**src/rtl/ntr_cmd_dispatch.sv**
```systemverilog
// NTR command execution stage: latches a decoded command, executes its opcode and
// hands one 32-bit response word per serializer request, streaming 0xB7 reads from ROM.
module ntr_cmd_dispatch #(
  parameter int          ADDR_W      = 10,
  parameter int          BLOCK_WORDS = 128,
  parameter logic [31:0] CHIP_ID     = 32'h807F01E0
) (
  input  logic              clk,
  input  logic              rst,
  input  logic [63:0]       command,
  input  logic              ready,
  input  logic              request_word,
  output logic [31:0]       data_word,
  output logic              word_valid,
  output logic [ADDR_W-1:0] mem_addr,
  output logic              mem_rd,
  input  logic [31:0]       mem_rdata,
  output logic              led,
  output logic              underrun
);

  localparam int CNT_W = $clog2(BLOCK_WORDS + 1);

  typedef enum logic [2:0] {
    S_IDLE,
    S_DECODE,
    S_FETCH,
    S_WAIT,
    S_SERVE,
    S_DONE
  } state_t;

  state_t            r_state;
  logic [63:0]       r_cmd;
  logic [CNT_W-1:0]  r_count;
  logic [31:0]       r_dataWord;
  logic              r_wordValid;
  logic [ADDR_W-1:0] r_memAddr;
  logic              r_led;
  logic              r_underrun;

  logic [31:0] w_byteAddr;
  logic        w_isBlock;
  logic        w_lastWord;
  logic        w_unused;

  // Byte address is big-endian across command bytes 1..4.
  assign w_byteAddr = {r_cmd[15:8], r_cmd[23:16], r_cmd[31:24], r_cmd[39:32]};
  assign w_isBlock  = (r_cmd[7:0] == 8'hB7);
  assign w_lastWord = (r_count == CNT_W'(BLOCK_WORDS - 1));
  assign w_unused   = ^{r_cmd[63:57], r_cmd[55:40], w_byteAddr};

  assign data_word  = r_dataWord;
  assign word_valid = r_wordValid;
  assign mem_addr   = r_memAddr;
  assign mem_rd     = (r_state == S_FETCH);
  assign led        = r_led;
  assign underrun   = r_underrun;

  always_ff @(posedge clk) begin
    if (rst) begin
      r_state     <= S_IDLE;
      r_cmd       <= '0;
      r_count     <= '0;
      r_dataWord  <= '0;
      r_wordValid <= 1'b0;
      r_memAddr   <= '0;
      r_led       <= 1'b0;
      r_underrun  <= 1'b0;
    end else if (r_state != S_IDLE && !ready) begin
      // Abort beats any simultaneous request; an in-flight ROM word is simply dropped.
      r_state     <= S_IDLE;
      r_wordValid <= 1'b0;
    end else begin
      case (r_state)
        S_IDLE: begin
          if (ready) begin
            r_cmd      <= command;
            r_count    <= '0;
            r_underrun <= 1'b0;
            r_state    <= S_DECODE;
          end else if (request_word) begin
            r_underrun <= 1'b1;
          end
        end
        S_DECODE: begin
          if (request_word) r_underrun <= 1'b1;
          case (r_cmd[7:0])
            8'hFF: begin
              r_led       <= r_cmd[56];
              r_dataWord  <= 32'h0000_0001;
              r_wordValid <= 1'b1;
              r_state     <= S_SERVE;
            end
            8'h90: begin
              r_dataWord  <= CHIP_ID;
              r_wordValid <= 1'b1;
              r_state     <= S_SERVE;
            end
            8'h9F: begin
              r_dataWord  <= 32'hFFFF_FFFF;
              r_wordValid <= 1'b1;
              r_state     <= S_SERVE;
            end
            8'hB7: begin
              r_memAddr <= w_byteAddr[ADDR_W+1:2];
              r_state   <= S_FETCH;
            end
            default: begin
              r_dataWord  <= '0;
              r_wordValid <= 1'b1;
              r_state     <= S_SERVE;
            end
          endcase
        end
        S_FETCH: begin
          if (request_word) r_underrun <= 1'b1;
          r_state <= S_WAIT;
        end
        S_WAIT: begin
          if (request_word) r_underrun <= 1'b1;
          r_dataWord  <= mem_rdata;
          r_wordValid <= 1'b1;
          r_state     <= S_SERVE;
        end
        S_SERVE: begin
          if (request_word) begin
            if (!w_isBlock) begin
              if (r_count != '1) r_count <= r_count + CNT_W'(1);
            end else if (w_lastWord) begin
              r_dataWord <= 32'hFFFF_FFFF;
              r_state    <= S_DONE;
            end else begin
              r_wordValid <= 1'b0;
              r_count     <= r_count + CNT_W'(1);
              r_memAddr   <= r_memAddr + ADDR_W'(1);
              r_state     <= S_FETCH;
            end
          end
        end
        S_DONE: begin
          r_dataWord  <= 32'hFFFF_FFFF;
          r_wordValid <= 1'b1;
        end
        default: r_state <= S_IDLE;
      endcase
    end
  end

endmodule

```
**config.mk**
```make
export PLATFORM = sky130hd
export DESIGN_NAME = ntr_cmd_dispatch
export DESIGN_NICKNAME = d
export VERILOG_FILES = /design/src/rtl/ntr_cmd_dispatch.sv
export SDC_FILE = /design/constraint.sdc
export NUM_CORES = 1
export LEC_CHECK = 0
export CORE_ASPECT_RATIO = 0.8
export CORE_MARGIN = 1
export CORE_UTILIZATION = 39
export DETAILED_ROUTE_END_ITERATION = 6
export PLACE_DENSITY_LB_ADDON = 0.1
export SLEW_MARGIN = 0
export SYNTH_ARGS = -nofsm -noshare
export SYNTH_HDL_FRONTEND = slang
export SYNTH_SLANG_ARGS = --single-unit
```
**constraint.sdc**
```tcl
create_clock -name clk -period 2 [get_ports clk]
set_input_delay 0.4 -clock clk [delete_from_list [all_inputs] [get_ports clk]]
set_output_delay 0.4 -clock clk [all_outputs]
set_load 0.02 [all_outputs]
```
Figure 1. Nets reached from selected ports (run 1).
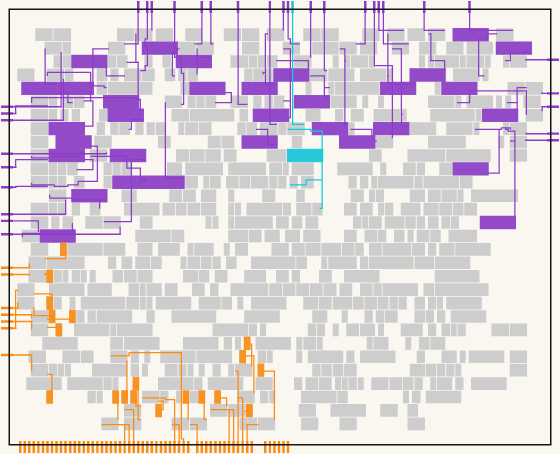
color	port	direction	edge	end cells	buffers	wire
cyan	word_valid	output	north	1	1	56.0 microns
purple	data_word	output	18 north, 9 west, 5 east	32	32	837 microns
orange	command	input	57 south, 7 west	19	19	265 microns
Port-buffer cells: 100
io pins: 146

Figure 2. Wire density map (run 1).
Scale bar: 20 microns. 22 x 18 tiles, from dark purple (low) to yellow (high), scaled to the fullest tile. Values are wire area over tile area, all layers added.
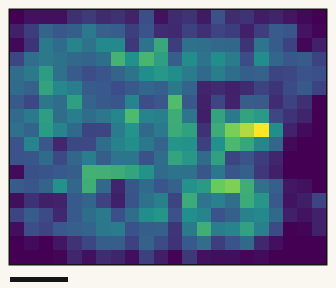
fullest tile	0.60
nearly empty tiles	8.3%
tiles over half the peak	12%
via count: 3779
wire per inst: 15.1 microns
Total Routing Usage GR: 22.7%
final wirelength: 10.5 mm

==> results.txt, run 1 <==
yosys + openroad results -> Hold Buf Count CTS 0, post-route ant nets 0, final net count 678, max-slew violations 0, Startpoint Class flip-flop, top cells, area dfxtp_1, o21ai_0, nand2_1, initial antenna violation count 0, Global Route met3 Usage 9.15%, detailed-route vias per instance 5.45, crit path max-delay cell type dfxtp_2, H-tree Lvls 3, Max FO, Critical Path 6, Final Worst Setup Slack 0.0298 ns, M2 GR Usage 34.9%, wire length on met2 4.75 mm, post-CTS setup buffer count 0, outcome finished clean, tool warnings 72, Mean Syn Cell Area 8.15 sq um, min cycle time layout 1.97 ns, met1 WL 5.05 mm, Mapped Nets 544, clock sink count 75, Setup WS pre-CTS -0.389 ns
Figure 3. Placed cells, one color a class (run 1).
Scale bar: 20 microns.
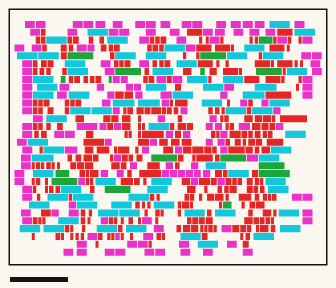
color	class	cells	share of their area
cyan	flip-flops	75	28%
red	all other logic	336	39%
green	clock drivers and dummy loads	16	5.7%
magenta	other buffers and delay cells	154	27%
row count: 30
Final Core Density: 62.7%
design area: 5460 sq um
flop share of the area: 27.6%
core area: 8710 sq um

-- run 1: worst paths after layout --
path,endpoint,cells past startpoint,slack (ns),startpoint
worst max-delay path,r_count[5],8,0.03,r_count[1]
worst min register to register,r_cmd[56],2,0.46,r_cmd[56]
worst max register to register,r_count[5],8,0.03,r_count[1]
worst min-delay path,r_cmd[56],2,0.46,r_cmd[56]
-- run 1: critical path: cells and delay by family, from the launching register on --
| family | cells | cell delay, ns |
|---|---|---|
| buffers and inverters | 2 | 0.34 |
| adders and majority gates | 1 | 0.14 |
| and+or+nand+nor | 3 | 0.57 |
| AOI/OAI and AO/OA | 2 | 0.47 |
| DFF | 1 | 0.35 |
-- run 1: cell type report --
cell class                 instances  share of cell area [%]
multi-input combinational        318                    36.9
inverter                          18                    1.24
clock inverter                     4                   0.893
clock buffer                      12                    4.69
sequential                        75                    27.6
tap                              112                    2.56
timing repair buffer             154                    26.1
-- run 1: cell families after synthesis --
family                     Yosys count  synth area share (%)
AOI/OAI and AO/OA                  147                  27.0
xor gates and xnor gates             1                 0.243
adders and majority gates            2                 0.695
buffers and inverters               51                  5.90
DFF                                 75                  41.7
muxes                                1                 0.278
and+or+nand+nor                    165                  24.2
-- run 1: metrics by stage --
stage / setup TNS (ns) / utilization, % / hold WS (ns) / area, sq um
final: 0 / 62.7 / 0.456 / 5460
after global routing: -0.0473 / 62.7 / 0.479 / 5460
after CTS: 0 / 60.7 / 0.462 / 5290
after detailed placement: -11.91 / 57.2 / 0.454 / 4980
after global placement: -12.12 / 57.2 / 0.443 / 4980
after floorplan: 0 / - / 0.433 / 3610
-- run 1: report_power, final --
part	switching, uW	total (uW)	internal, uW
Sequential	50.3	1600	1550
Clock	602	1630	1030
Combinational	272	557	285
==> run 2: changes to the inputs <==
SKIP_CTS_REPAIR_TIMING = 1   (was unset)
==> run 2 against run 1 <==
Largest cell class unchanged. Synthesized cell count stayed put. Highest routed layer unchanged. Via count rose by 0.42%. Register-to-register slack gained 0.07 ns. Critical endpoint is now data_word[22]. Worst hold slack improved by 0.00084 ns. Largest power group unchanged. Combinational power rose by 1%. Setup slack improved by 0.070 ns. Critical path depth decreased by 2. Design area fell by 0.25%. Clock power about the same.
==> results.txt, run 2 <==
yosys + openroad results -> top cells, area dfxtp_1, o21ai_0, nand2_1, Min-Delay Path Class flip-flop to flip-flop, tool warnings 71, register share after synthesis 41.7%, H-tree Lvls 3, Max FO, Critical Path 6, Mean Syn Cell Area 8.15 sq um, Clk power 1630 uW, R2R depth 6, Hold EP r_cmd[56], power per cell area 697 nW/um^2, post-route ant nets 0, final net count 678, outcome finished clean, Port-buffer cells 100, combinational power share 14.9%, Mapped Nets 544, design area 5450 sq um, initial antenna violation count 0, Crit path max-delay family AND-OR/OR-AND gates, switching pwr 927 uW, R2R Setup Slk 0.10 ns, hold depth 2, Biggest consumer the clock network, sequential group share of total power 42.2%, clock sink count 75, min cycle time layout 1.90 ns, vias in the first global route 3529, Internal 2870 uW, core area 8710 sq um, via count 3795, DP Area 4980 sq um, max-slew violations 0, Comb power 564 uW, Startpoint Class flip-flop, reg2reg end data_word[22], clock network power share 43.0%, reg2reg start r_cmd[0], io pins 146, row count 30
run 2: cell counts after synthesis:
Identical to the previous run, type by type.
run 2: final cells by class:
cell class	count	share of cell area, %
clock buffers	12	4.71
well taps	112	2.57
clock inverters	4	0.895
multi-input cells	318	36.8
inverters	18	1.24
flip-flops and latches	75	27.6
repair buffers	154	26.2
run 2: metrics by stage:
stage	worst slack, ns	std cells	hold slack (ns)	util [%]	setup TNS, ns
global placement	-0.330	670	0.443	57.2	-12.12
global route	-0.00279	693	0.479	62.6	-0.00313
floorplan	0.0982	442	0.433	-	0
detailed placement	-0.389	670	0.454	57.2	-11.91
finish	0.100	693	0.457	62.6	0
CTS	-0.232	686	0.462	60.7	-0.246
run 2: worst max-delay path by stage:
stage               start       endpoint  slack (ns)  depth (start not counted)
6_report         r_cmd[0]  data_word[22]        0.10                          6
5_1_grt          r_cmd[0]   data_word[7]      -0.003                          6
4_1_cts        r_state[1]         mem_rd       -0.23                          2
3_5_place_dp        ready     r_count[4]       -0.39                          5
3_3_place_gp        ready     r_count[2]       -0.33                          5
2_1_floorplan  r_count[0]   data_word[5]         0.1                          7
run 2: metal layers:
metal	track usage, %	share of wire, %	up-vias	wire, microns
met4	4.97	0.78	0	82
met5	0	0	-	0
met2	34.9	45	110	4750
li1	-	-	1907	-
met3	9.15	6.3	7	667
met1	29.9	48	1771	5060
run 2: worst min-delay path, cell delays in order, from the launching register on:
cell,delay (ns)
dfxtp_1,0.31
nand2_1,0.05
a21oi_1,0.05
run 2: logic make-up after synthesis:
group / synth area share [%]
DFF: 41.7
buffers and inverters: 5.90
muxes: 0.278
and+or+nand+nor: 24.2
xor gates and xnor gates: 0.243
AOI/OAI and AO/OA: 27.0
adders and majority gates: 0.695
Figure 4. Routing congestion map (run 2).
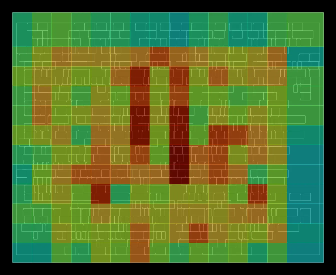
Global Route met3 Usage: 9.15%
met1 usage: 29.9%
Top Usage Layer GRT: met2
wire per inst: 15.2 microns
M2 GR Usage: 34.9%

Figure 5. Nets reached from selected ports (run 2).
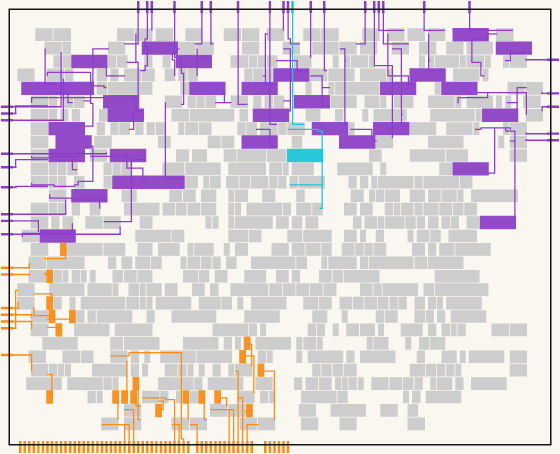
color	port	direction	edge	end cells	buffers	wire
purple	data_word	output	18 north, 9 west, 5 east	32	32	835 microns
cyan	word_valid	output	north	1	1	55.1 microns
orange	command	input	57 south, 7 west	19	19	265 microns

Figure 6. Sizing map (run 2).
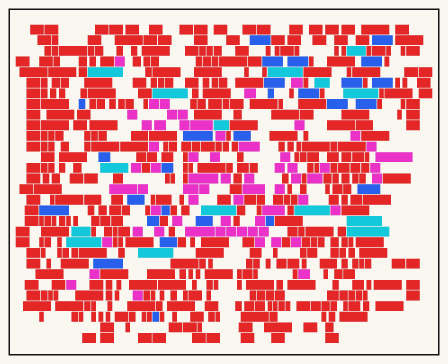
color	size	cells
magenta	drive 3 to 4	65
red	drive 1 or less	474
blue	drive 2	27
cyan	drive 6 and up	15
Area Overhead vs Synth: 51.3%
Final Worst Setup Slack: 0.100 ns

==> run 3: changes to the inputs <==
CORE_UTILIZATION = 47   (was 39)
GPL_TIMING_DRIVEN = 0   (was unset)
clock period = 2.4 ns   (was 2 ns; I/O delays follow)
==> run 3 against run 2 <==
Clock power shrank 44%. Core utilization increased by 4.0 points. Die size down 17%. Routed wire length decreased by 4.5%. Via count is 0.45% lower. Non-clock buffer count decreased by 22. Fmax fell by 15%. Largest power group is now sequential cells. Clock skew is 0.00085 ns lower.
==> results.txt, run 3 <==
yosys + openroad results -> simple-gate portion of the synthesized area 24.2%, DP Area 4710 sq um, Port-buffer cells 98, M2 GR Usage 41.2%, met1 WL 4.40 mm, Post-Synth AOI/OAI Area 27.0%, Max FO, Critical Path 10, clock sink count 75, outcome finished clean, met1 usage 33.9%, Met3 Wirelength 829 microns, adder-cell share of the synthesized area 0.695%, Global Route met3 Usage 6.79%, Mean Syn Cell Area 8.15 sq um, vias in the first global route 3375, Startpoint Class flip-flop, final wirelength 10.1 mm, Top Usage Layer GRT met2, initial antenna violation count 0, H-tree Lvls 3, mux frac, synth 0.278%, tool warnings 71
## run 3: stage by stage
stage | setup slack (ns) | std cells | util (%) | setup TNS (ns) | hold slack, ns
after floorplan | 0.393 | 442 | - | 0 | 0.433
after CTS | -0.154 | 660 | 66.1 | -1.29 | 0.442
after global placement | -0.504 | 645 | 63.8 | -11.72 | 0.444
after detailed placement | -0.515 | 645 | 63.8 | -12.33 | 0.454
final | 0.174 | 661 | 66.6 | 0 | 0.453
after global routing | -0.000229 | 661 | 66.6 | -0.000229 | 0.459
## run 3: final timing paths
kind	startpoint	to	depth (start not counted)	slack [ns]
worst max-delay path	r_count[0]	data_word[5]	7	0.17
worst min register to register	data_word[17]	data_word[17]	2	0.46
worst min-delay path	ready	r_state[0]	3	0.45
worst max register to register	r_count[0]	data_word[5]	7	0.17
## run 3: area by class of cell
type                    count  area share [%]
inverters                  18            1.37
plain buffers              33            2.95
repair buffers             99            20.1
clock inverters             3           0.813
clock buffers              12            2.74
multi-input cells         316            38.8
well taps                 105            2.67
flip-flops and latches     75            30.5
## run 3: critical path: stages, from the launching register on
cell	delay, ns
dfxtp_1	0.43
ha_1	0.25
nand4_1	0.28
nor3_4	0.30
nand4_2	0.19
a21oi_2	0.27
buf_4	0.25
a221oi_1	0.11
## run 3: cells by family (layout without fill, tap and decap cells)
| kind of cell | count (synthesis) | count (layout) |
|---|---|---|
| and+or+nand+nor | 165 | 165 |
| AOI/OAI and AO/OA | 147 | 147 |
| xor gates and xnor gates | 1 | 1 |
| muxes | 1 | 1 |
| DFF | 75 | 75 |
| buffers and inverters | 51 | 165 |
| adders and majority gates | 2 | 2 |
## run 3: power by group
part	leakage, uW	internal (uW)	total [uW]	switching, uW
registers	0.000609	1290	1330	40.5
clock network	0.0000902	472	909	437
logic	0.000953	198	419	220
total	0.00165	1960	2660	697
Figure 7. Placed cells, one color a class (run 3).
Scale bar: 20 microns.
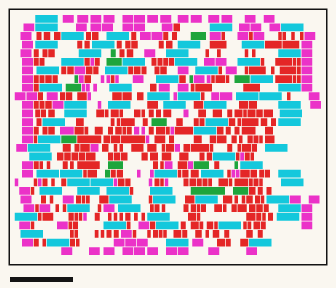
color	class	cells	share of their area
red	all other logic	334	41%
green	clock drivers and dummy loads	15	3.7%
cyan	flip-flops	75	31%
magenta	other buffers and delay cells	132	24%
Final Core Density: 66.6%
design area: 4920 sq um
core area: 7390 sq um
row count: 28
flop share of the area: 30.5%

Figure 8. Wire density map (run 3).
Scale bar: 20 microns. 20 x 16 tiles, from dark purple (low) to yellow (high), scaled to the fullest tile. Values are wire area over tile area, all layers added.
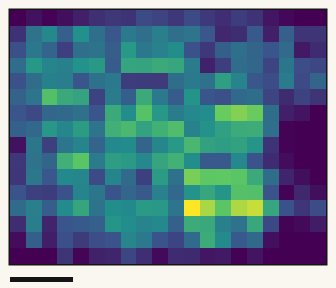
nearly empty tiles	8.7%
mean over tiles	0.21
tiles over half the peak	21%
densest ninth of the die	center
fullest tile	0.62
via count: 3778
wire per inst: 15.3 microns

Figure 9. Sizing map (run 3).
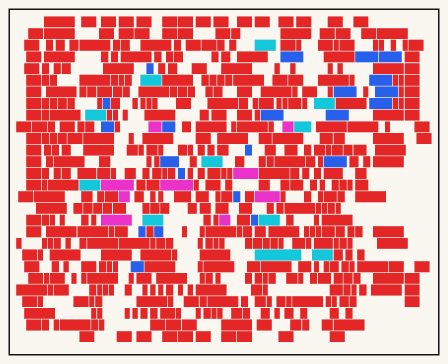
color	size	cells
red	drive 1 or less	514
blue	drive 2	22
magenta	drive 3 to 4	9
cyan	drive 6 and up	11
Area Overhead vs Synth: 36.7%
Final Worst Setup Slack: 0.174 ns

Power is estimated from default activity; no workload was simulated.
